--- src/rtl/sevseg_pkg.sv ---
// Segment patterns (a..g at bits 6..0, active high) and nibble decode helpers.
// Hex letters are only used by the decoder when SEVSEG_HEX_EN is defined.
package sevseg_pkg;

    localparam logic [6:0] SEG_BLANK = 7'h00;
    localparam logic [6:0] SEG_0 = 7'h7E;
    localparam logic [6:0] SEG_1 = 7'h30;
    localparam logic [6:0] SEG_2 = 7'h6D;
    localparam logic [6:0] SEG_3 = 7'h79;
    localparam logic [6:0] SEG_4 = 7'h33;
    localparam logic [6:0] SEG_5 = 7'h5B;
    localparam logic [6:0] SEG_6 = 7'h5F;
    localparam logic [6:0] SEG_7 = 7'h70;
    localparam logic [6:0] SEG_8 = 7'h7F;
    localparam logic [6:0] SEG_9 = 7'h7B;
    localparam logic [6:0] SEG_A = 7'h77;
    localparam logic [6:0] SEG_B = 7'h1F;
    localparam logic [6:0] SEG_C = 7'h4E;
    localparam logic [6:0] SEG_D = 7'h3D;
    localparam logic [6:0] SEG_E = 7'h4F;
    localparam logic [6:0] SEG_F = 7'h47;

    function automatic logic [6:0] decDigit(input logic [3:0] n);
        case (n)
            4'd0:    return SEG_0;
            4'd1:    return SEG_1;
            4'd2:    return SEG_2;
            4'd3:    return SEG_3;
            4'd4:    return SEG_4;
            4'd5:    return SEG_5;
            4'd6:    return SEG_6;
            4'd7:    return SEG_7;
            4'd8:    return SEG_8;
            4'd9:    return SEG_9;
            default: return SEG_BLANK;
        endcase
    endfunction

    function automatic logic [6:0] decHex(input logic [3:0] n);
        case (n)
            4'hA:    return SEG_A;
            4'hB:    return SEG_B;
            4'hC:    return SEG_C;
            4'hD:    return SEG_D;
            4'hE:    return SEG_E;
            4'hF:    return SEG_F;
            default: return SEG_BLANK;
        endcase
    endfunction

endpackage

--- src/rtl/seven_seg_decoder.sv ---
// Nibble to active-high segment pattern.
// SEVSEG_HEX_EN enables A..F glyphs; otherwise they decode blank.
module seven_seg_decoder
    import sevseg_pkg::*;
(
    input  logic [3:0] nibble,
    output logic [6:0] segments
);

    always_comb begin
        segments = decDigit(nibble);
`ifdef SEVSEG_HEX_EN
        if (nibble > 4'd9) segments = decHex(nibble);
`else
        if (nibble > 4'd9) segments = SEG_BLANK;
`endif
    end

endmodule

--- src/rtl/seven_seg_scan_driver.sv ---
// Multiplexed seven-segment scanner with shadow/active buffering and LZS.
// Hex glyphs A..F follow the SEVSEG_HEX_EN build macro (see decoder).
module seven_seg_scan_driver
    import sevseg_pkg::*;
#(
    parameter int NUM_DIGITS     = 4,
    parameter int PRESCALE       = 50000,
    parameter int SEG_ACTIVE_LOW = 0,
    parameter int DIG_ACTIVE_LOW = 0
) (
    input  logic                    clock,
    input  logic                    reset,
    input  logic [4*NUM_DIGITS-1:0] io_valueIn,
    input  logic [NUM_DIGITS-1:0]   io_dpIn,
    input  logic [NUM_DIGITS-1:0]   io_blankIn,
    input  logic                    io_lzsEn,
    input  logic                    io_load,
    output logic [6:0]              io_segOut,
    output logic                    io_dpOut,
    output logic [NUM_DIGITS-1:0]   io_digitSel,
    output logic                    io_frameDone
);

    localparam int IW = (NUM_DIGITS > 1) ? $clog2(NUM_DIGITS) : 1;
    localparam int PW = (PRESCALE > 1) ? $clog2(PRESCALE) : 1;
    localparam logic SEG_INV = (SEG_ACTIVE_LOW != 0);
    localparam logic DIG_INV = (DIG_ACTIVE_LOW != 0);
    localparam logic [IW-1:0] LAST_IDX = IW'(NUM_DIGITS - 1);
    localparam logic [PW-1:0] LAST_CNT = PW'(PRESCALE - 1);

    logic [PW-1:0] cnt;
    logic [IW-1:0] idx;
    logic          tc;
    logic          wrap;

    logic [4*NUM_DIGITS-1:0] shVal, actVal;
    logic [NUM_DIGITS-1:0]   shDp, actDp;
    logic [NUM_DIGITS-1:0]   shBlank, actBlank;
    logic                    shLzs, actLzs;

    logic [3:0]            selNib;
    logic                  selDp;
    logic                  selBlank;
    logic                  upperZero;
    logic                  dark;
    logic [NUM_DIGITS-1:0] selOneHot;
    logic [6:0]            decSeg;

    assign tc   = (cnt == LAST_CNT);
    assign wrap = tc && (idx == LAST_IDX);

    always_ff @(posedge clock) begin
        if (!reset) begin
            cnt <= '0;
            idx <= '0;
        end else begin
            cnt <= tc ? '0 : cnt + 1'b1;
            if (tc) idx <= (idx == LAST_IDX) ? '0 : idx + 1'b1;
        end
    end

    // A load coinciding with the wrap bypasses the shadow into the new frame.
    always_ff @(posedge clock) begin
        if (!reset) begin
            shVal    <= '0;
            shDp     <= '0;
            shBlank  <= '1;
            shLzs    <= 1'b0;
            actVal   <= '0;
            actDp    <= '0;
            actBlank <= '1;
            actLzs   <= 1'b0;
        end else begin
            if (io_load) begin
                shVal   <= io_valueIn;
                shDp    <= io_dpIn;
                shBlank <= io_blankIn;
                shLzs   <= io_lzsEn;
            end
            if (wrap) begin
                actVal   <= io_load ? io_valueIn : shVal;
                actDp    <= io_load ? io_dpIn    : shDp;
                actBlank <= io_load ? io_blankIn : shBlank;
                actLzs   <= io_load ? io_lzsEn   : shLzs;
            end
        end
    end

    always_comb begin
        selNib    = 4'h0;
        selDp     = 1'b0;
        selBlank  = 1'b0;
        upperZero = 1'b1;
        selOneHot = '0;
        for (int k = 0; k < NUM_DIGITS; k++) begin
            if (IW'(k) == idx) begin
                selNib       = actVal[4*k +: 4];
                selDp        = actDp[k];
                selBlank     = actBlank[k];
                selOneHot[k] = 1'b1;
            end
            if (IW'(k) >= idx && actVal[4*k +: 4] != 4'h0) upperZero = 1'b0;
        end
        dark = selBlank || (actLzs && idx != '0 && upperZero);
    end

    seven_seg_decoder u_dec (
        .nibble   (selNib),
        .segments (decSeg)
    );

    always_ff @(posedge clock) begin
        if (!reset) begin
            io_segOut    <= {7{SEG_INV}};
            io_dpOut     <= SEG_INV;
            io_digitSel  <= {NUM_DIGITS{DIG_INV}};
            io_frameDone <= 1'b0;
        end else begin
            io_segOut    <= (dark ? SEG_BLANK : decSeg) ^ {7{SEG_INV}};
            io_dpOut     <= (dark ? 1'b0 : selDp) ^ SEG_INV;
            io_digitSel  <= selOneHot ^ {NUM_DIGITS{DIG_INV}};
            io_frameDone <= wrap;
        end
    end

endmodule
--- config.mk ---
export PLATFORM = sky130hd
export DESIGN_NAME = seven_seg_scan_driver
export DESIGN_NICKNAME = d
export VERILOG_FILES = /design/src/rtl/sevseg_pkg.sv /design/src/rtl/seven_seg_decoder.sv /design/src/rtl/seven_seg_scan_driver.sv
export SDC_FILE = /design/constraint.sdc
export NUM_CORES = 1
export LEC_CHECK = 0
export CORE_UTILIZATION = 50
export DETAILED_ROUTE_END_ITERATION = 6
export PLACE_DENSITY = 0.8
export SYNTH_ARGS = -nofsm -noshare
export SYNTH_HDL_FRONTEND = slang
export SYNTH_SLANG_ARGS = --single-unit
--- constraint.sdc ---
create_clock -name clock -period 2.43 [get_ports clock]
set_clock_uncertainty 0.05 [all_clocks]
set_input_delay 0.486 -clock clock [delete_from_list [all_inputs] [get_ports clock]]
set_output_delay 0.486 -clock clock [all_outputs]
set_load 0.03 [all_outputs]
==> notes.md, run 1 <==
yosys + openroad results -> status=completed, dpl ws=-39.0 ps, Tot GR Track Use=21.7%, yosys simple share=19.2%, Post-Syn Nets=slightly above 400, Final GP Congestion=about 0.9, Finished Core Util=62.7%, adder-cell share of the synthesized area=4.66%, post-CTS resize count=1, final instance area=between 4000 and 5000 sq um, Switch Pwr=530 uW, CTS H-tree lvls=3, GR Overflow Total=0, io pins=between 40 and 50, Sink Count=a little over 80, fraction of layout instances using a drive strength above 1=10.0%, root buf cell=clkbuf_8, Design Power=roughly 2.6 mW, Req. time, crit path=between 2000 and 3000 ps, Synth flops=81, Setup Fix Bufs, Post-CTS=0, yosys stat cell total=approximately 360, critical path class=reg2reg, reg2reg start=idx[1], Tool Warnings=36, Max-slew headroom=65.9%, dominant synthesized flop cell=dfxtp_1, Yosys chip area=3490 sq um, CP endpoint kind=flop, Final WS setup=roughly 84 ps, Min Hold Slack=419 ps, placed cell areas=4000 sq um, MUX area fraction=under 10%, Final ANT Viol Nets=0, Highest Clock Rate=426 MHz, die width=85.6 um, average cell area after synthesis=9.59 sq um, mapped cell area=3490 sq um, max cap viols=0, period utilization=approximately 97%, Seq share, synth=between 40 and 50%, largest net degree at the start of global routing=29, die height=around 86 um, setup violators final=0, cts bufs inserted=9, AO/OA Area Share=14.4%, worst setup path endpoint=io_segOut[5], switch share=around a fifth, Cells after Synth=364, cells on worst reg2reg path=10, drt wl/cell=15.3 um, worst min path class=reg2reg, vias in the first global route=around 2700, yosys xor share=3.01%, VDD IR max=0.430 mV, CP Launch Point=idx[1], Cell Type Count=54, Main logic family=simple AND/OR/NAND/NOR gates, power per cell area=606 nW/um^2, setup_tns=0 ps, RR Endpoint=io_segOut[5], first-pass GRT wire length=12.4 mm, fin nets=between 400 and 500, cts hold-fix bufs=0, Worst-Margin Slew=approximately 500 ps, die area=7320 sq um, DRC errors left=0, clk buf depth=2, Inst Count DP=475, Hold Vio Cnt, Final=0, Inserted Diodes=0, Core ar.=6760 sq um, Critical Path AT=2520 ps, P_int=2.04 mW, clock latency on the worst-skew pair=360 ps, FP Rows=30, initial antenna violation count=0, register area=1620 sq um, CP max FO=7, asr flop ratio synth=0%, port bufs=roughly 40, Initial DRT Pass Iterations=4, Logic area=1760 sq um, vias per cell=roughly 5.6, most frequent logic cell in the layout=dfxtp_1, Worst-path clk slew=70 ps, half-perimeter wire length after placement=5.17 mm, TritonCTS clock tree=yes, EDFF count, synth=0, startpoint types=flop, Leak Pwr=1.66 nW, Initial Util=51.7%, Clk pwr share=40.9%, Final min period=2350 ps, most frequent cells in the layout=dfxtp_1, clkdlybuf4s50_1, nor2_1, P&R area growth vs syn=21.2%, Flop pwr share=a little over half, Synthesis Warnings=0, DR iter-0 viols=about 170, Reg2Reg Setup Slack=80 ps, fin. max-slew vios=0, Comb pwr share=5.8%
==> run 1: registers in the layout (all words and copies together) (netlist names) <==
signal	count
cnt	16
shDp	4
actLzs	1
idx	2
io_digitSel	4
io_segOut	7
io_frameDone	1
shVal	16
io_dpOut	1
actBlank	4
actVal	16
shBlank	4
shLzs	1
actDp	4
==> run 1: cells by family (layout without fill, tap and decap cells) <==
group	after synthesis	in the layout
simple gates	126	126
flops	81	81
compound gates	73	73
buf+inv	31	77
mux	28	28
fa+ha+maj	13	13
xor+xnor	12	12
==> run 1: worst max-delay path, stage by stage (launching register included) <==
cell	delay (ps)
dfxtp_2	380
inv_1	70
ha_2	210
nand3b_1	170
a21o_1	180
a21oi_1	200
a21oi_1	90
ha_1	220
or2_2	350
a31oi_4	210
nor3_1	70
==> run 1: Yosys cell counts (7+ instances only) <==
| cell | n | area, sq um |
|---|---|---|
| nand4_1 | 7 | 43.8 |
| ha_1 | 13 | 163 |
| o21a_1 | 13 | 97.6 |
| a21oi_1 | 11 | 55.1 |
| clkbuf_1 | 10 | 37.5 |
| mux2i_1 | 25 | 250 |
| xor2_1 | 7 | 61.3 |
| nand3_1 | 12 | 60.1 |
| nor2_1 | 39 | 146 |
| inv_1 | 9 | 33.8 |
| nand2_1 | 25 | 93.8 |
| a31oi_1 | 14 | 87.6 |
| dfxtp_1 | 81 | 1620 |
==> run 1: cell type report <==
cell class,count,share of cell area [%]
timing repair buffer,53,12.1
inverter,9,0.798
clock inverter,3,1.54
sequential,81,38.4
tap,80,2.36
clock buffer,12,3.43
multi-input combinational,252,41.5
==> run 1: worst min-delay path by stage <==
stage | startpoint | to | slack, ps | cells after the start
6_report | actDp[3] | io_dpOut | 420 | 2
2_1_floorplan | actDp[2] | actDp[2] | 380 | 1
5_1_grt | actDp[3] | io_dpOut | 440 | 2
4_1_cts | actVal[10] | actVal[10] | 420 | 2
3_3_place_gp | actLzs | actLzs | 400 | 1
3_5_place_dp | actDp[1] | actDp[1] | 410 | 1
==> run 1: power groups by stage <==
| stage | combinational, mW | sequential (mW) | clock [mW] |
|---|---|---|---|
| global route | 0.164 | 1.37 | 1.13 |
| finish | 0.150 | 1.37 | 1.05 |
| floorplan | 0.0797 | 1.40 | 0 |
| CTS | 0.151 | 1.37 | 1.07 |
| detailed placement | 0.150 | 1.40 | 0 |
| global placement | 0.146 | 1.40 | 0 |
==> run 1: layer usage <==
layer,global-route usage (%),part of all wire [%]
met5,0,0
met4,8.18,2.0
met3,6.54,5.0
met2,37.7,51
met1,25.2,42
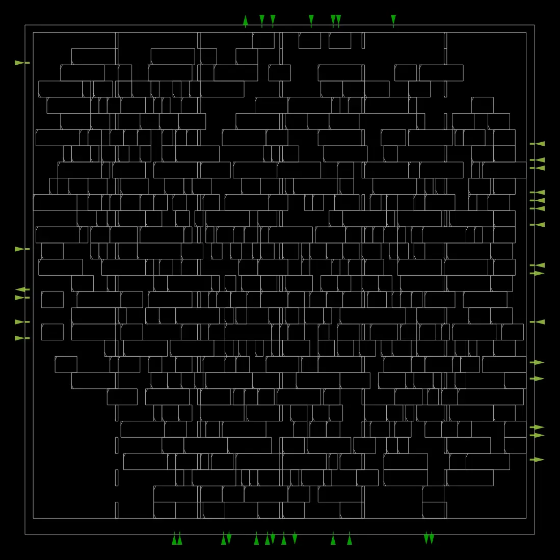
Run 1: cell placement
# fillers: 574
flip-flops: 81
Seq/total area: 38.4%
final cell count without fillers: 490

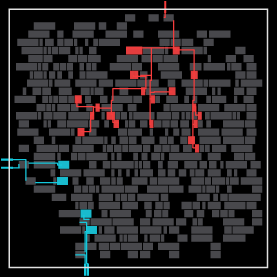
Run 1: nets reached from selected ports
Scale: 3 px per um.
Key: cyan = io_dpIn [bits 4, direction input, edge 2 west, 2 south, end cells 4, wire 70.9 um]; red = reset [bits 1, direction input, edge north, end cells 20, wire 177 um]

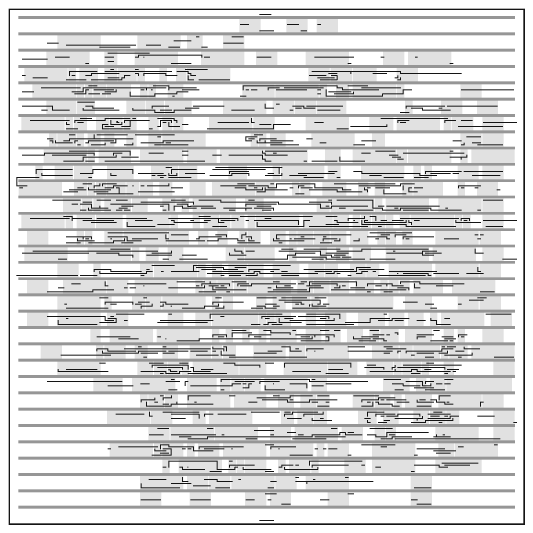
Run 1: signal wires on met1
Scale: 6 px per um. Supply wires on this layer in gray. Cells faint in the background.
The longest straight run is 20.7 um. 409 nets have wire on it. The layer holds 42% of the routed length. The layer carries 3160 um of wire. The wires run mostly horizontal.
met1 Usage GRT: 25.2%
Vias: 2763
drt total wl: 7.49 mm

Run 1, placed cells, one color a class:
Scale: 4 px per um.
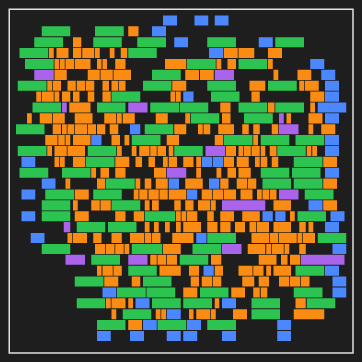

==> inputs of run 2 (changes only) <==
--- a/config.mk
+++ b/config.mk
@@ -5,6 +5,7 @@
 export SDC_FILE = /design/constraint.sdc
 export NUM_CORES = 1
 export LEC_CHECK = 0
+export CORE_MARGIN = 3
 export CORE_UTILIZATION = 50
 export DETAILED_ROUTE_END_ITERATION = 6
 export PLACE_DENSITY = 0.8
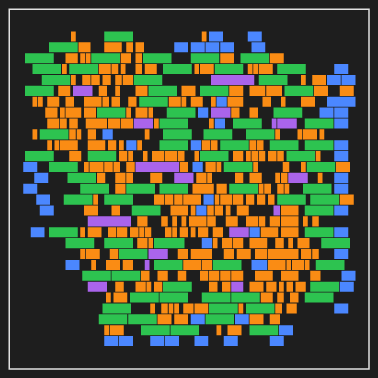
Run 2: placed cells, one color a class
Scale: 4 px per um.
Key: blue = remaining buffers and delay cells [cells 53]; purple = clock drivers and dummy loads [cells 16]; green = registers [cells 81]; orange = remaining logic cells [cells 261]

==> run 2 against run 1 <==
Synthesized area is the same. Clock power up about 10%. Cell count grew 2.9%. Register-to-register slack gained 30 ps. Largest cell class unchanged. Highest routed layer unchanged.
==> notes.md, run 2 <==
yosys + openroad results -> status=completed, Core ar.=6570 sq um, asr flop ratio synth=0%, die height=89.6 um, final cell count without fillers=504, cts hold-fix bufs=0, Cell Type Count=54, most frequent logic cell in the layout=dfxtp_1, max cap viols=0, first-pass GRT wire length=12.1 mm, Synthesis Warnings=0, vias in the first global route=2636, Worst-Margin Slew=between 500 and 600 ps, adder-cell share of the synthesized area=4.66%, fin nets=about 450, CP endpoint kind=flop, Sink Count=81, average cell area after synthesis=9.59 sq um, yosys xor share=about 3%, die area=8020 sq um, Highest Clock Rate=432 MHz, Cells after Synth=364, half-perimeter wire length after placement=5.13 mm, top post-synthesis cells by count=dfxtp_1, nor2_1, mux2i_1, nand2_1, a31oi_1, Leak Pwr=around 1.7 nW, critical path class=reg2reg, dominant synthesized flop cell=dfxtp_1, cts bufs inserted=9, Finished Core Util=65.1%, VDD IR max=0.393 mV, drt total wl=approximately 7.3 mm, AO/OA Area Share=14.4%, yosys simple share=19.2%, Vias=2708, Yosys top cell by instances=dfxtp_1, Max-slew headroom=65.6%, Top cell area share=46.4%, setup_tns=0 ps, TritonCTS clock tree=yes, Initial DRT Pass Iterations=4, setup violators final=0, Min Hold Slack=413 ps, fin. max-slew vios=0, io pins=between 40 and 50, Final GP Congestion=0.833, Worst-path clk slew=around 80 ps, Main logic family=simple AND/OR/NAND/NOR gates, worst min path class=reg2reg, Tot GR Track Use=19.6%, CP max FO=6, EDFF count, synth=0, Critical Path AT=2480 ps, mapped cell area=3490 sq um, Seq share, synth=roughly 46%, DRC errors left=0, vias per cell=roughly 5.4, MUX area fraction=8.13%, largest net degree at the start of global routing=30, FP Rows=29, P&R area growth vs syn=22.4%, Tool Warnings=36, largest registers=actVal x16, cnt x16, shVal x16, Final min period=roughly 2300 ps, # fillers=between 500 and 600, Cell area leaders=dfxtp_1, mux2i_1, ha_1, most frequent cells in the layout=dfxtp_1, clkdlybuf4s50_1, nor2_1, Hold Vio Cnt, Final=0, GR Overflow Total=0, root buf cell=clkbuf_8, DR iter-0 viols=153, initial antenna violation count=0, Inserted Diodes=0, Synth flops=81, fraction of layout instances using a drive strength above 1=9.73%, Design Power=between 2 and 3 mW, CTS H-tree lvls=3, power per cell area=624 nW/um^2, clock latency on the worst-skew pair=350 ps, die width=89.6 um, Final ANT Viol Nets=0, Req. time, crit path=2600 ps, port bufs=approximately 40, yosys stat cell total=364, Initial Util=53.2%, cell type with the largest total area=dfxtp_1, Inst Count DP=488, startpoint types=flop, Yosys chip area=3490 sq um, drt wl/cell=roughly 14 um, Post-Syn Nets=405, clk buf depth=2, period utilization=95.2%
==> run 2: cell count changes in the layout (fill, tap and decap cells not counted), sizes merged <==
cell,change
clkinv,+1
bufinv,+1
clkbuf,-1
==> run 2: layout make-up <==
class                   count  area (sq um)  area share, %
repair buffers             53           514           12.0
inverters                   9          33.8          0.790
well taps                  93           116           2.72
clock buffers              11           131           3.07
clock inverters             5           104           2.43
multi-input cells         252          1750           41.0
flip-flops and latches     81          1620           38.0
==> run 2: metrics by stage <==
step	setup WS [ps]	instance area, sq um
5_1_grt	-2.67	4270
4_1_cts	50.0	4250
3_3_place_gp	141	4010
2_1_floorplan	33.0	3500
6_report	117	4270
3_5_place_dp	58.8	4010
==> run 2: worst paths after layout <==
check	startpoint	endpoint	slack, ps	depth (start not counted)
hold reg to reg	actDp[3]	io_dpOut	410	2
setup reg to reg	idx[1]	io_segOut[4]	120	10
setup / recovery	idx[1]	io_segOut[4]	120	10
hold / removal	actDp[3]	io_dpOut	410	2
==> run 2: critical path, cell delays in order (launching register included) <==
cell and delay (ps):
dfxtp_1 350, inv_1 70, ha_1 240, nand3b_1 180, a21o_1 190, a21oi_2 160, a21oi_1 110, ha_1 240
or2_2 340, a31oi_4 190, a311oi_1 70
==> run 2: metal layers <==
metal	track usage (%)	share of wire (%)
met5	0	0
met3	6.57	4.1
met1	24.7	47
met2	31.0	48
met4	7.71	1.5
==> run 2: cells by family (layout without fill, tap and decap cells) <==
group / count (synthesis) / count (layout)
buffers and inverters: 31 / 78
muxes: 28 / 28
AOI/OAI and AO/OA: 73 / 73
xor gates and xnor gates: 12 / 12
adders and majority gates: 13 / 13
DFF: 81 / 81
and+or+nand+nor: 126 / 126
==> run 2: repair_timing <==
item | 4_1_cts | 5_1_grt
setup buffers | 0 | 0
endpoints found under the setup margin | 1 | 7
cloned | 0 | 0
gates resized | 1 | 5
==> run 2: where the power goes <==
group | total, mW | leakage [nW] | internal, mW | switching [mW]
Sequential | 1.37 | 0.659 | 1.36 | 0.0121
Clock | 1.15 | 0.118 | 0.683 | 0.467
Combinational | 0.149 | 0.897 | 0.0796 | 0.0691
Total | 2.67 | 1.67 | 2.12 | 0.548
No activity file was given, so power comes from the tool's default toggle rates.
